Signal wires on met1:
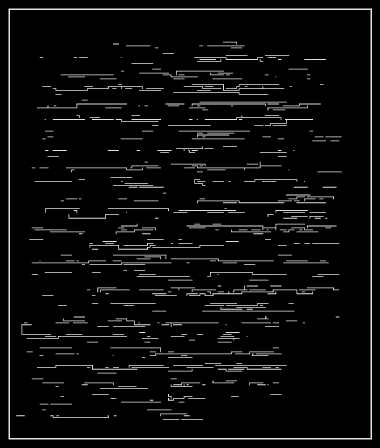
Signal wires on met2:
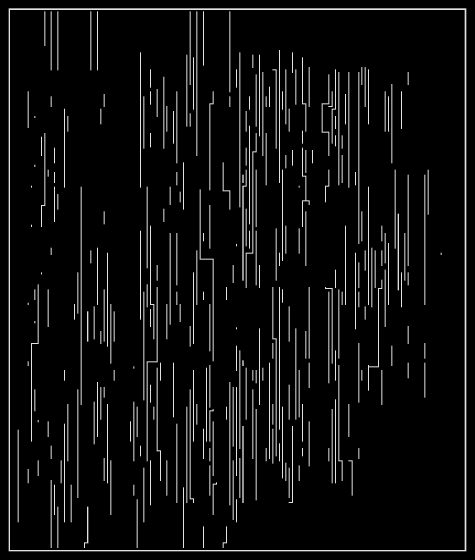
Signal wires on met3:
The bar under the picture is 20 um long.
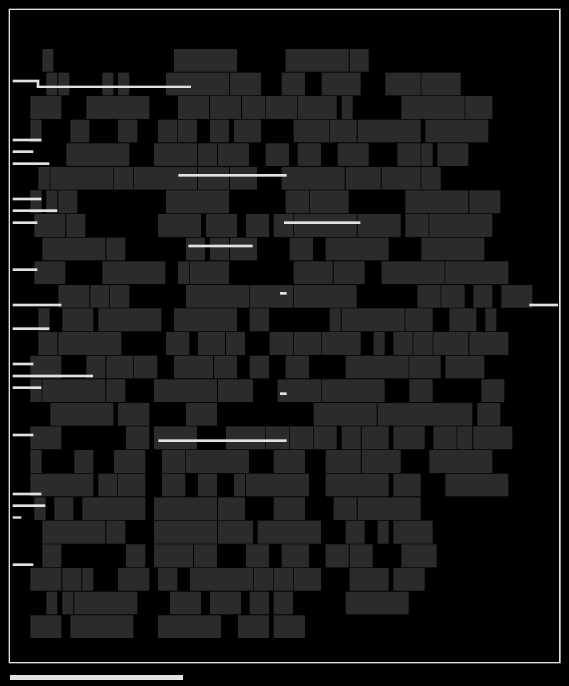
Congestion heat map:
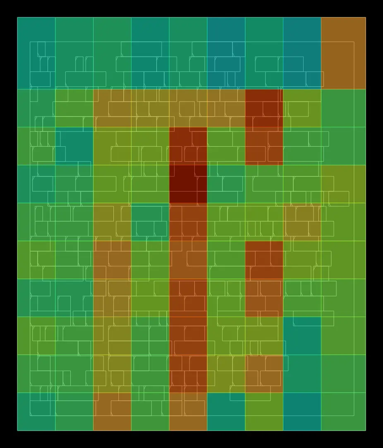
<file path="src/rtl/gpio_in_cond_pkg.sv">
// Shared constants and helpers for the GPIO input conditioner.
package gpio_in_cond_pkg;

  localparam int unsigned DEF_PRESCALE       = 4;
  localparam int unsigned DEF_DEBOUNCE_TICKS = 3;

  function automatic int unsigned clog2(input int unsigned n);
    int unsigned r;
    longint unsigned v;
    r = 0;
    v = 1;
    while (v < longint'(n)) begin
      v = v << 1;
      r = r + 1;
    end
    return r;
  endfunction

  // Register width for a value range of n, never narrower than one bit.
  function automatic int unsigned width_of(input int unsigned n);
    return (clog2(n) == 0) ? 1 : clog2(n);
  endfunction

  localparam int unsigned CNT_W = width_of(DEF_DEBOUNCE_TICKS + 1);
  localparam int unsigned PRE_W = width_of(DEF_PRESCALE);

  localparam logic ST_STABLE  = 1'b0;
  localparam logic ST_PENDING = 1'b1;

endpackage

</file>
<file path="src/rtl/gpio_in_conditioner_bit.sv">
// One conditioned input bit: 2-flop synchroniser, tick-based debounce, optional edge pulses.
// Edge pulse flops exist only when GPIO_IN_COND_EDGE_EN is defined.
module gpio_debounce_bit
  import gpio_in_cond_pkg::*;
#(
  parameter int unsigned DEBOUNCE_TICKS = DEF_DEBOUNCE_TICKS,
  parameter int unsigned CNT_W_P        = CNT_W,
  parameter logic        RESET_BIT      = 1'b0
) (
  input  logic clk_i,
  input  logic rst_i,
  input  logic tick_i,
  input  logic filt_i,
  input  logic raw_i,
  output logic clean_o,
  output logic rise_o,
  output logic fall_o
);

  localparam bit FiltBuilt = (DEBOUNCE_TICKS != 0);
  localparam logic [CNT_W_P-1:0] CntLast =
      CNT_W_P'((DEBOUNCE_TICKS == 0) ? 0 : DEBOUNCE_TICKS - 1);

  logic               sync1_q, sync2_q;
  logic               clean_q, clean_d;
  logic               state_q, state_d;
  logic [CNT_W_P-1:0] cnt_q, cnt_d;

  always_comb begin
    clean_d = clean_q;
    cnt_d   = cnt_q;
    state_d = state_q;
    if (!(filt_i && FiltBuilt)) begin
      clean_d = sync2_q;
      cnt_d   = '0;
      state_d = ST_STABLE;
    end else if (sync2_q == clean_q) begin
      cnt_d   = '0;
      state_d = ST_STABLE;
    end else begin
      state_d = ST_PENDING;
      if (tick_i) begin
        if (cnt_q == CntLast) begin
          clean_d = sync2_q;
          cnt_d   = '0;
          state_d = ST_STABLE;
        end else begin
          // cnt is 0 whenever STABLE, so the first tick always lands on 1
          cnt_d = (state_q == ST_PENDING) ? cnt_q + 1'b1 : CNT_W_P'(1);
        end
      end
    end
  end

  always_ff @(posedge clk_i) begin
    if (rst_i) begin
      sync1_q <= RESET_BIT;
      sync2_q <= RESET_BIT;
      clean_q <= RESET_BIT;
      cnt_q   <= '0;
      state_q <= ST_STABLE;
    end else begin
      sync1_q <= raw_i;
      sync2_q <= sync1_q;
      clean_q <= clean_d;
      cnt_q   <= cnt_d;
      state_q <= state_d;
    end
  end

  assign clean_o = clean_q;

`ifdef GPIO_IN_COND_EDGE_EN
  logic rise_q, fall_q;

  always_ff @(posedge clk_i) begin
    if (rst_i) begin
      rise_q <= 1'b0;
      fall_q <= 1'b0;
    end else begin
      rise_q <= ~clean_q & clean_d;
      fall_q <= clean_q & ~clean_d;
    end
  end

  assign rise_o = rise_q;
  assign fall_o = fall_q;
`else
  assign rise_o = 1'b0;
  assign fall_o = 1'b0;
`endif

endmodule

</file>
<file path="src/rtl/gpio_in_conditioner.sv">
// Conditions asynchronous GPIO pads for the GPIO core: shared prescaler plus one debounce slice
// per bit. Define GPIO_IN_COND_EDGE_EN to build the GPIO_RISE/GPIO_FALL pulse registers.
module gpio_in_conditioner
  import gpio_in_cond_pkg::*;
#(
  parameter int unsigned       IO_NUM         = 8,
  parameter int unsigned       PRESCALE       = DEF_PRESCALE,
  parameter int unsigned       DEBOUNCE_TICKS = DEF_DEBOUNCE_TICKS,
  parameter logic [IO_NUM-1:0] RESET_VAL      = '0,
  parameter logic [IO_NUM-1:0] BYPASS_MASK    = '0
) (
  input  logic              PCLK,
  input  logic              PRESET,
  input  logic [IO_NUM-1:0] GPIO_RAW,
  input  logic              FILT_EN,
  output logic [IO_NUM-1:0] GPIO_IN_CLEAN,
  output logic [IO_NUM-1:0] GPIO_RISE,
  output logic [IO_NUM-1:0] GPIO_FALL
);

  localparam int unsigned CntW = width_of(DEBOUNCE_TICKS + 1);
  localparam int unsigned PreW = width_of(PRESCALE);
  localparam logic [PreW-1:0] PreLast = PreW'(PRESCALE - 1);

  logic [PreW-1:0] pre_q, pre_d;
  logic            tick;

  // Free-running: input activity never re-phases the debounce tick.
  assign tick = (pre_q == PreLast);

  always_comb begin
    pre_d = tick ? '0 : pre_q + 1'b1;
  end

  always_ff @(posedge PCLK) begin
    if (PRESET) begin
      pre_q <= '0;
    end else begin
      pre_q <= pre_d;
    end
  end

  for (genvar i = 0; i < IO_NUM; i++) begin : g_bit
    gpio_debounce_bit #(
      .DEBOUNCE_TICKS (DEBOUNCE_TICKS),
      .CNT_W_P        (CntW),
      .RESET_BIT      (RESET_VAL[i])
    ) u_bit (
      .clk_i   (PCLK),
      .rst_i   (PRESET),
      .tick_i  (tick),
      .filt_i  (FILT_EN & ~BYPASS_MASK[i]),
      .raw_i   (GPIO_RAW[i]),
      .clean_o (GPIO_IN_CLEAN[i]),
      .rise_o  (GPIO_RISE[i]),
      .fall_o  (GPIO_FALL[i])
    );
  end

endmodule

</file>
<file path="config.mk">
export PLATFORM = sky130hd
export DESIGN_NAME = gpio_in_conditioner
export DESIGN_NICKNAME = d
export VERILOG_FILES = /design/src/rtl/gpio_in_cond_pkg.sv /design/src/rtl/gpio_in_conditioner_bit.sv /design/src/rtl/gpio_in_conditioner.sv
export SDC_FILE = /design/constraint.sdc
export NUM_CORES = 1
export LEC_CHECK = 0
export CORE_ASPECT_RATIO = 1.2
export CORE_MARGIN = 2
export CORE_UTILIZATION = 55
export CTS_CLUSTER_SIZE = 40
export DETAILED_ROUTE_END_ITERATION = 12
export GPL_TIMING_DRIVEN = 1
export PLACE_DENSITY_LB_ADDON = 0.25
export SLEW_MARGIN = 25
export SYNTH_ARGS = -nofsm -noshare
export SYNTH_HDL_FRONTEND = slang
export SYNTH_SLANG_ARGS = --single-unit
</file>
<file path="constraint.sdc">
create_clock -name PCLK -period 2.1 [get_ports PCLK]
set_input_delay 0.42 -clock PCLK [delete_from_list [all_inputs] [get_ports PCLK]]
set_output_delay 0.42 -clock PCLK [all_outputs]
set_load 0.05 [all_outputs]
</file>
==> impl_metrics.csv <==
group,metric,value,unit
min_path,min_path_type,"flop to flop",
final_timing,finalSetupTns,0,ns
setup_path,path_delay_family,"buffers and inverters",
routing,drc,0,
finish,largestClassByArea,"multi-input combinational cells",
setup_path,cp_max_fo,3,
floorplan,die_area,4760,sq um
cts,cts_buffer_depth,2,
placement,dp_hpwl,2670,um
finish,diodes,0,
global_routing,grt_first_pass_wirelength,5900,um
setup_path,r2r-start,"pre_q[0]",
synthesis,synth-adder-area-share,0.0485,
synthesis,yosys.area_share.aoi,0.155,
final_timing,finClkSkew,0.00579,ns
synthesis,ys_types,20,
pwr,power,0.00186,W
routing,final_antenna_net_count,0,
pwr,pwr_density_cell,731,nW/um^2
setup_path,required,1.68,ns
finish,flops,50,
run_status,status,"complete, no violations",
setup_path,reg2reg_to,"g_bit[7].u_bit.cnt_q[0]",
floorplan,die_h,75.2,um
finish,seq_area_frac,0.393,
About 'signal wires on met1':
nets with wire on the layer: 213
longest straight run: 16.1 um
share of all routed wire: 41%
wirelength, routed: 3490 um
met1 global-route usage: 0.151
via count: 1431

About 'signal wires on met2':
nets with wire on the layer: 222
wire length on this layer: 1890 um
longest straight run: 30.3 um
main direction: vertical
share of all routed wire: 54%
met2 usage: 0.332

About 'signal wires on met3':
main direction: horizontal
nets with wire on the layer: 20

About 'congestion heat map':
Avg WL per Cell: 12.3 um
post-layout util: 0.637
GRT Total Usage: 0.160

sequential cells by signal, indices dropped and copies added, names as in the netlist:
| name | flops |
|---|---|
| g_bit.u_bit.sync2_q | 8 |
| g_bit.u_bit.sync1_q | 8 |
| pre_q | 2 |
| g_bit.u_bit.state_q | 8 |
| g_bit.u_bit.cnt_q | 16 |
| g_bit.u_bit.clean_o | 8 |
cell usage in the layout (no fill, tap or decap):
cell type,count
dfxtp_1,50
nand2b_1,25
clkdlybuf4s50_1,18
nor2b_1,16
a211oi_1,16
conb_1,16
ha_1,9
inv_1,8
nand4bb_1,8
xnor2_1,8
a21boi_1,8
mux2i_1,8
or3b_1,8
a211oi_2,8
clkbuf_8,6
buf_4,6
a21bo_1,4
a21bo_2,4
nor3b_1,1
nor3_1,1
bufinv_16,1
power breakdown:
group          total [W]  switching, W  internal, W
Sequential      0.000988     0.0000133     0.000975
Combinational   0.000214      0.000140    0.0000743
Clock           0.000662      0.000281     0.000381
Total            0.00186      0.000434      0.00143
metal layers:
| layer | share of wire | global-route usage | up-vias |
|---|---|---|---|
| li1 | - | - | 728 |
| met1 | 0.41 | 0.151 | 672 |
| met2 | 0.54 | 0.332 | 24 |
| met3 | 0.035 | 0.0419 | 7 |
| met4 | 0.014 | 0.0580 | 0 |
| met5 | 0 | 0 | - |
cells in the mapped netlist:
cell	count	area, sq um
ha_1	9	113
buf_4	26	195
clkbuf_1	5	18.8
nor3b_1	1	7.51
a211oi_1	16	120
mux2i_1	8	80.1
buf_2	4	20.0
nand2b_1	25	156
xnor2_1	8	70.1
nor3_1	1	5.00
conb_1	1	3.75
dfxtp_1	50	1000
inv_1	8	30.0
nor2b_1	16	100
a21bo_1	4	40.0
a21bo_2	4	40.0
a21boi_1	8	60.1
or3b_1	8	70.1
a211oi_2	8	100
nand4bb_1	8	90.1
Power is estimated from default activity; no workload was simulated.
